===== src/rtl/matmul_pkg.sv =====
// Shared types and helpers for the matrix-multiply sequencer.
package matmul_pkg;

  localparam int DEFAULT_N = 3;

  typedef enum logic [1:0] {
    IDLE  = 2'd0,
    RUN   = 2'd1,
    DRAIN = 2'd2,
    DONE  = 2'd3
  } state_t;

  // Width holding addresses 0..n*n-1, never narrower than one bit.
  function automatic int addr_width(input int n);
    return (n * n > 1) ? $clog2(n * n) : 1;
  endfunction

endpackage


===== src/rtl/matmul_lat_pipe.sv =====
// Fixed-depth shift register that tracks issued beats until the MAC result is ready.
module matmul_lat_pipe #(
  parameter int DEPTH = 2,
  parameter int W     = 4
) (
  input  logic         clk,
  input  logic         rst,
  input  logic [W-1:0] din,
  output logic [W-1:0] dout
);

  logic [W-1:0] stage [DEPTH];

  always_ff @(posedge clk) begin
    if (!rst) begin
      for (int s = 0; s < DEPTH; s++) stage[s] <= '0;
    end else begin
      stage[0] <= din;
      for (int s = 1; s < DEPTH; s++) stage[s] <= stage[s-1];
    end
  end

  assign dout = stage[DEPTH-1];

endmodule


===== src/rtl/matmul_ctrl.sv =====
// Sequencer for the single-MAC matmul datapath: walks i/j/k, issues A/B reads,
// and emits C write strobes once the accumulated result leaves the latency pipe.
module matmul_ctrl
  import matmul_pkg::*;
#(
  parameter int N        = DEFAULT_N,
  parameter int PIPE_LAT = 2
) (
  input  logic                         clk,
  input  logic                         rst,
  input  logic                         start,
  input  logic                         hold,
  output logic                         rd_en,
  output logic [addr_width(N)-1:0]     a_addr,
  output logic [addr_width(N)-1:0]     b_addr,
  output logic                         acc_first,
  output logic                         c_we,
  output logic [addr_width(N)-1:0]     c_addr,
  output logic                         busy,
  output logic                         done
);

  localparam int AW = addr_width(N);
  localparam logic [AW-1:0] LAST = AW'(N - 1);
  localparam logic [AW-1:0] MAXA = AW'(N * N - 1);

  state_t state, state_d;

  // i/j/k name the next beat to issue; they move only when a beat is issued.
  logic [AW-1:0] i_q, j_q, k_q, i_d, j_d, k_d;
  logic [AW-1:0] a_addr_d, b_addr_d, iss_addr_q, iss_addr_d;
  logic          rd_en_d, acc_first_d, last_k_q, last_k_d;
  logic          issue, last_beat, drain_exit;

  logic          pipe_v, pipe_l;
  logic [AW-1:0] pipe_a;

  assign last_beat  = (i_q == LAST) && (j_q == LAST) && (k_q == LAST);
  assign c_we       = pipe_v & pipe_l;
  assign c_addr     = c_we ? pipe_a : '0;
  assign drain_exit = c_we && (pipe_a == MAXA);

  // Beat handshake: hold is sampled on the edge that would launch a beat.
  // hold=0 launches it (rd_en=1 next cycle, counters advance); hold=1 keeps
  // rd_en=0 and presents the still-pending beat's addresses unchanged.
  always_comb begin
    state_d     = state;
    i_d         = i_q;
    j_d         = j_q;
    k_d         = k_q;
    a_addr_d    = a_addr;
    b_addr_d    = b_addr;
    iss_addr_d  = iss_addr_q;
    rd_en_d     = 1'b0;
    acc_first_d = 1'b0;
    last_k_d    = 1'b0;
    issue       = 1'b0;

    case (state)
      IDLE: begin
        if (start) begin
          state_d = RUN;
          issue   = 1'b1;
        end
      end
      RUN:     issue = 1'b1;
      DRAIN:   if (drain_exit) state_d = DONE;
      DONE:    state_d = IDLE;
      default: state_d = IDLE;
    endcase

    if (issue) begin
      a_addr_d   = AW'(int'(i_q) * N + int'(k_q));
      b_addr_d   = AW'(int'(k_q) * N + int'(j_q));
      iss_addr_d = AW'(int'(i_q) * N + int'(j_q));
      if (!hold) begin
        rd_en_d     = 1'b1;
        acc_first_d = (k_q == '0);
        last_k_d    = (k_q == LAST);
        if (k_q == LAST) begin
          k_d = '0;
          if (j_q == LAST) begin
            j_d = '0;
            i_d = i_q + AW'(1);
          end else begin
            j_d = j_q + AW'(1);
          end
        end else begin
          k_d = k_q + AW'(1);
        end
        if (last_beat) begin
          state_d = DRAIN;
          i_d     = '0;
          j_d     = '0;
          k_d     = '0;
        end
      end
    end
  end

  always_ff @(posedge clk) begin
    if (!rst) begin
      state      <= IDLE;
      i_q        <= '0;
      j_q        <= '0;
      k_q        <= '0;
      rd_en      <= 1'b0;
      a_addr     <= '0;
      b_addr     <= '0;
      acc_first  <= 1'b0;
      last_k_q   <= 1'b0;
      iss_addr_q <= '0;
      busy       <= 1'b0;
      done       <= 1'b0;
    end else begin
      state      <= state_d;
      i_q        <= i_d;
      j_q        <= j_d;
      k_q        <= k_d;
      rd_en      <= rd_en_d;
      a_addr     <= a_addr_d;
      b_addr     <= b_addr_d;
      acc_first  <= acc_first_d;
      last_k_q   <= last_k_d;
      iss_addr_q <= iss_addr_d;
      busy       <= (state_d == RUN) || (state_d == DRAIN);
      done       <= (state_d == DONE);
    end
  end

  matmul_lat_pipe #(
    .DEPTH (PIPE_LAT),
    .W     (AW + 2)
  ) u_lat_pipe (
    .clk  (clk),
    .rst  (rst),
    .din  ({rd_en, last_k_q, iss_addr_q}),
    .dout ({pipe_v, pipe_l, pipe_a})
  );

endmodule


===== config.mk =====
export PLATFORM = sky130hd
export DESIGN_NAME = matmul_ctrl
export DESIGN_NICKNAME = d
export VERILOG_FILES = /design/src/rtl/matmul_pkg.sv /design/src/rtl/matmul_lat_pipe.sv /design/src/rtl/matmul_ctrl.sv
export SDC_FILE = /design/constraint.sdc
export NUM_CORES = 1
export LEC_CHECK = 0
export ABC_AREA = 1
export CAP_MARGIN = 25
export CORE_UTILIZATION = 61
export DETAILED_ROUTE_END_ITERATION = 6
export GPL_ROUTABILITY_DRIVEN = 0
export PLACE_DENSITY = 0.84
export SYNTH_ARGS = -nofsm -noshare
export SYNTH_HDL_FRONTEND = slang
export SYNTH_SLANG_ARGS = --single-unit

===== constraint.sdc =====
create_clock -name clk -period 4.45 [get_ports clk]
set_input_delay 0.6675 -clock clk [delete_from_list [all_inputs] [get_ports clk]]
set_output_delay 0.6675 -clock clk [all_outputs]
set_load 0.05 [all_outputs]

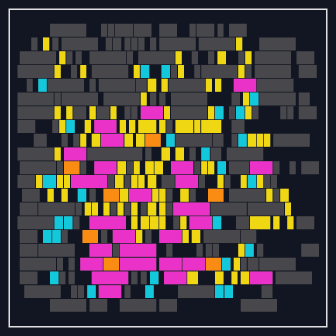
gates.png
[magenta] fa/ha/maj cells | cells: 26
[yellow] nand cells | cells: 92
[cyan] aoi and oai cells | cells: 27 | where: spread over the die
[orange] xor and xnor cells | cells: 7
logic share of the area: 44.28%
Top cell excl fill/tap: nand2_1

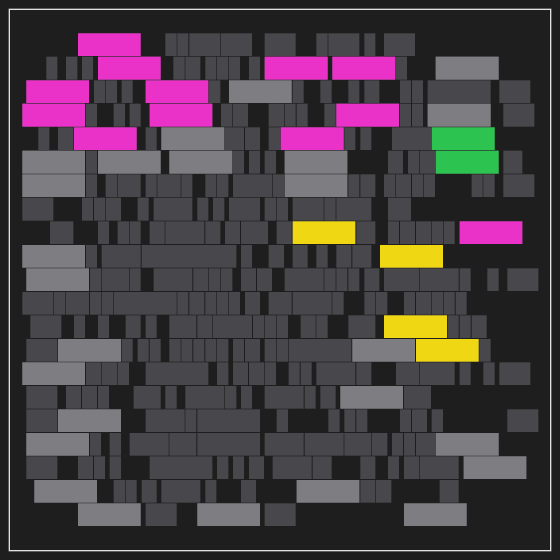
ff_map.png
Other sequential cells in the stronger grey, the rest of the logic in the fainter grey.
[green] `state` | sequential cells: 2
[magenta] `u_lat_pipe.stage` | sequential cells: 12
[yellow] `i_q` | sequential cells: 4 | where: right middle
utilization after layout: 74.87%
Seq/total area: 33.66%

==> flow_summary.toml <==
# physical design summary
[layout]
regArea_um2 = 860.8
clockNetworkAreaShare_pct = 3.180
num-nets-final = 343
nClkBuffers = 5
nonClockBufferCount = 21
top_register = "u_lat_pipe.stage"
insertedDiodeCount = 0
largest_cell_class = "multi-input combinational cells"
design_area_um2 = 2557

[yosys]
top_logic_kind = "simple AND/OR/NAND/NOR gates"
ys_ff = 43
synthCells = 289
ys_sh_adder_pct = 16.59
aoi_share_pct = 6.166
synth-seq-area-share_pct = 38.57
syn_area_um2 = 2232
xor_share_pct = 2.747

[final_timing]
fin_crit_sh_pct = 54.87
slew_headroom_pct = 52.77
setup_viol = 0
tightest_slew_ns = 0.7062

[hold_path]
whs_path_depth = 2

[pwr]
p_comb_share_pct = 12.0
switching_power_uw = 196.0

[worst_setup_path]
slowest_delay_ns = 0.82
cp_slowest_cell = "clkdlybuf4s50_1"
r2r_start = "i_q[0]"
rr_endpoint = "a_addr[3]"
startpoint_type = "register"
critical_path.top_delay_family = "buffers and inverters"
critPathBufInv = 1

[outcome]
status = "finished clean"

[global_route]
grt_max_degree = 23
antenna_found_initial = 0

[die]
die_h_um = 62.49

[placed_design]
dp_slack_ns = 1.978

[drt]
via_count = 1751
viasPerCell = 4.864
drt_iter0_markers = 78

[clocking]
clk_pin_slew_ns = 0.13
ctsResizeCount = 0

[run]
warnings = 32
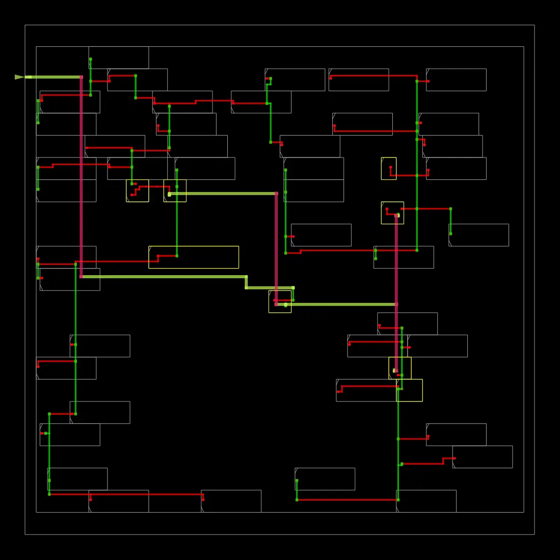
clock_nets.png
Power Clock: 246 uW
clock sinks: 43
clk latency late pin: 0.35 ns
flop count: 43

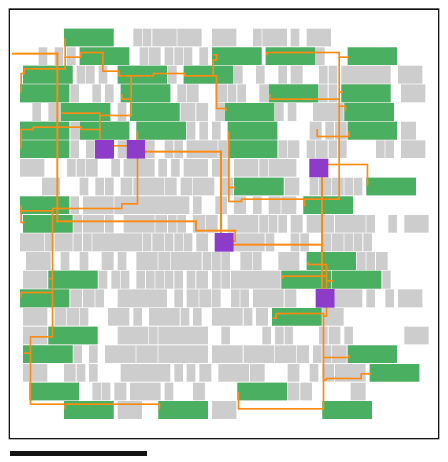
clock_wires.png
Bar = 20 um.
[orange] clock wires | length: 470 um
[purple] clock-net drivers | count: 5
[green] flip-flops | count: 43
routed clock nets: 6
flops lie: spread over the die
Clock Power Share: 33.1%
Clock Skew: 0.01272 ns

Power figures rest on the tool's default switching activity, not on a simulated workload.
